m3.png
Drawn at 3 px/um.
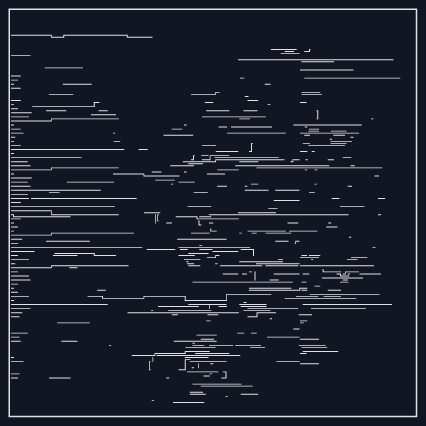
clock_wires.png
Drawn at 3 px/um.
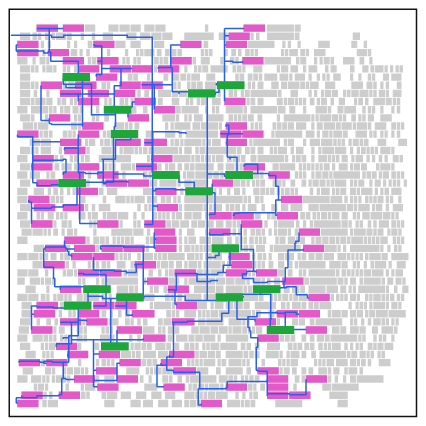
gates.png
Drawn at 2 px/um.
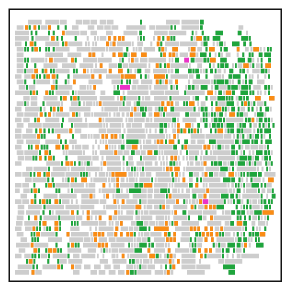
==> config.mk <==
export PLATFORM = sky130hd
export DESIGN_NAME = multdiv_unit
export DESIGN_NICKNAME = d
export VERILOG_FILES = /design/src/rtl/multdiv_unit.sv
export SDC_FILE = /design/constraint.sdc
export NUM_CORES = 1
export LEC_CHECK = 0
export ABC_AREA = 1
export CORE_MARGIN = 2
export CORE_UTILIZATION = 52
export CTS_CLUSTER_DIAMETER = 100
export DETAILED_ROUTE_END_ITERATION = 10
export GPL_TIMING_DRIVEN = 0
export PLACE_DENSITY_LB_ADDON = 0.15
export RECOVER_POWER = 100
export SETUP_SLACK_MARGIN = 0.4
export SLEW_MARGIN = 10
export SYNTH_ARGS = -nofsm -noshare
export SYNTH_HDL_FRONTEND = slang
export SYNTH_SLANG_ARGS = --single-unit
==> constraint.sdc <==
create_clock -name clock -period 3 [get_ports clock]
set_input_delay 0.6 -clock clock [delete_from_list [all_inputs] [get_ports clock]]
set_output_delay 0.6 -clock clock [all_outputs]
set_load 0.005 [all_outputs]
==> out/metrics.cfg <==
[yosys]
synth-edff-count = 0
synth-xor-area-share_pct = 3.91
syn_nets = 1564
yosys_most_used_dff = dfxtp_1
ys_sh_aoi_pct = 14.7
synthMuxAreaShare_pct = 0
common_cells = nand2_1 (491), inv_1 (184), nor2_1 (158)
synthAdderAreaFrac_pct = 5.67

[place]
post-place-ws_ns = -0.315
place_area_mm2 = 0.0102

[floorplan]
num_io_pins = 102
dieArea_mm2 = 0.0183
num_tap_cells = 220
fp.dieW_um = 135

[routing]
wl_per_cell_um = 16.6
topRoutingLayerUsed = met4
drt_iter0_drc = 957
viasPerCell = 5.49

[setup_path]
path_cells = nor2_2, nand2_1, nor2_1, nand2_2, nor2_4, nand2_2, nand2_2, o21a_4, nand2_2, xor2_4, ha_4, nand2_2, nor2_4, nand2_2, nor2_2, nand2_1, nand2_2, nand2_2, nand2_2, nor2_2, nor2_1, nor2_1
cp.required_ns = 3.31
start_kind = flop

[final_layout]
nets = 1740
layout.cells.most_common_list = nand2_1 (388), inv_1 (158), dfxtp_1 (131)
utilization_pct = 76.6
largest_cell_class = multi-input combinational cells

[sta]
tns_ns = -0.432
final.setup.worst_slack_ns = -0.147
finalSetupViolations = 7
fmax_mhz = 318

[clock_tree]
cts_sinks = 140
post_cts_buffers = 29
ctsHoldBuffers = 0
ctsResizeCount = 184
cts-buffers-inserted = 17

[flow_run]
drv_cap = 0

[grt]
top_usage_layer = met2
gr-usage-met2_pct = 52.5

[power_and_ir_drop]
p_sw_share_pct = 30.9
p_int_uw = 3990
p_leak_uw = 0.00558
p_switching_uw = 1780

[outcome]
violations = setup timing
status = finished with violations

[hold_path]
hold_path_class = reg2reg

-- m3.png (at the start) --
main direction: horizontal
nets with wire on the layer: 242
wire length on this layer: 2580 um
final WL: 31000 um
met3 Track Usage GR: 6.55%
vias: 10249

-- clock_wires.png (at the start) --
[clock wires] blue | length: 1770 um
[flip-flops] magenta | count: 140
[clock-net drivers] green | count: 17
routed clock nets: 18
power share of the clock group: 39.3%
clock latency on the worst-skew pair: 0.43 ns
P_clk: 2260 uW
skew final: 0.0128 ns

-- gates.png (at the start) --
[nand cells] green | cells: 558 | where: widely spread
[aoi and oai cells] orange | cells: 242 | where: widely spread
[non-inverting ao/oa cells] magenta | cells: 3
Commonest Layout Cell: nand2_1
non-filler instance count after layout: 1866
Comb area share: 51.9%

No activity file was given, so power comes from the tool's default toggle rates.
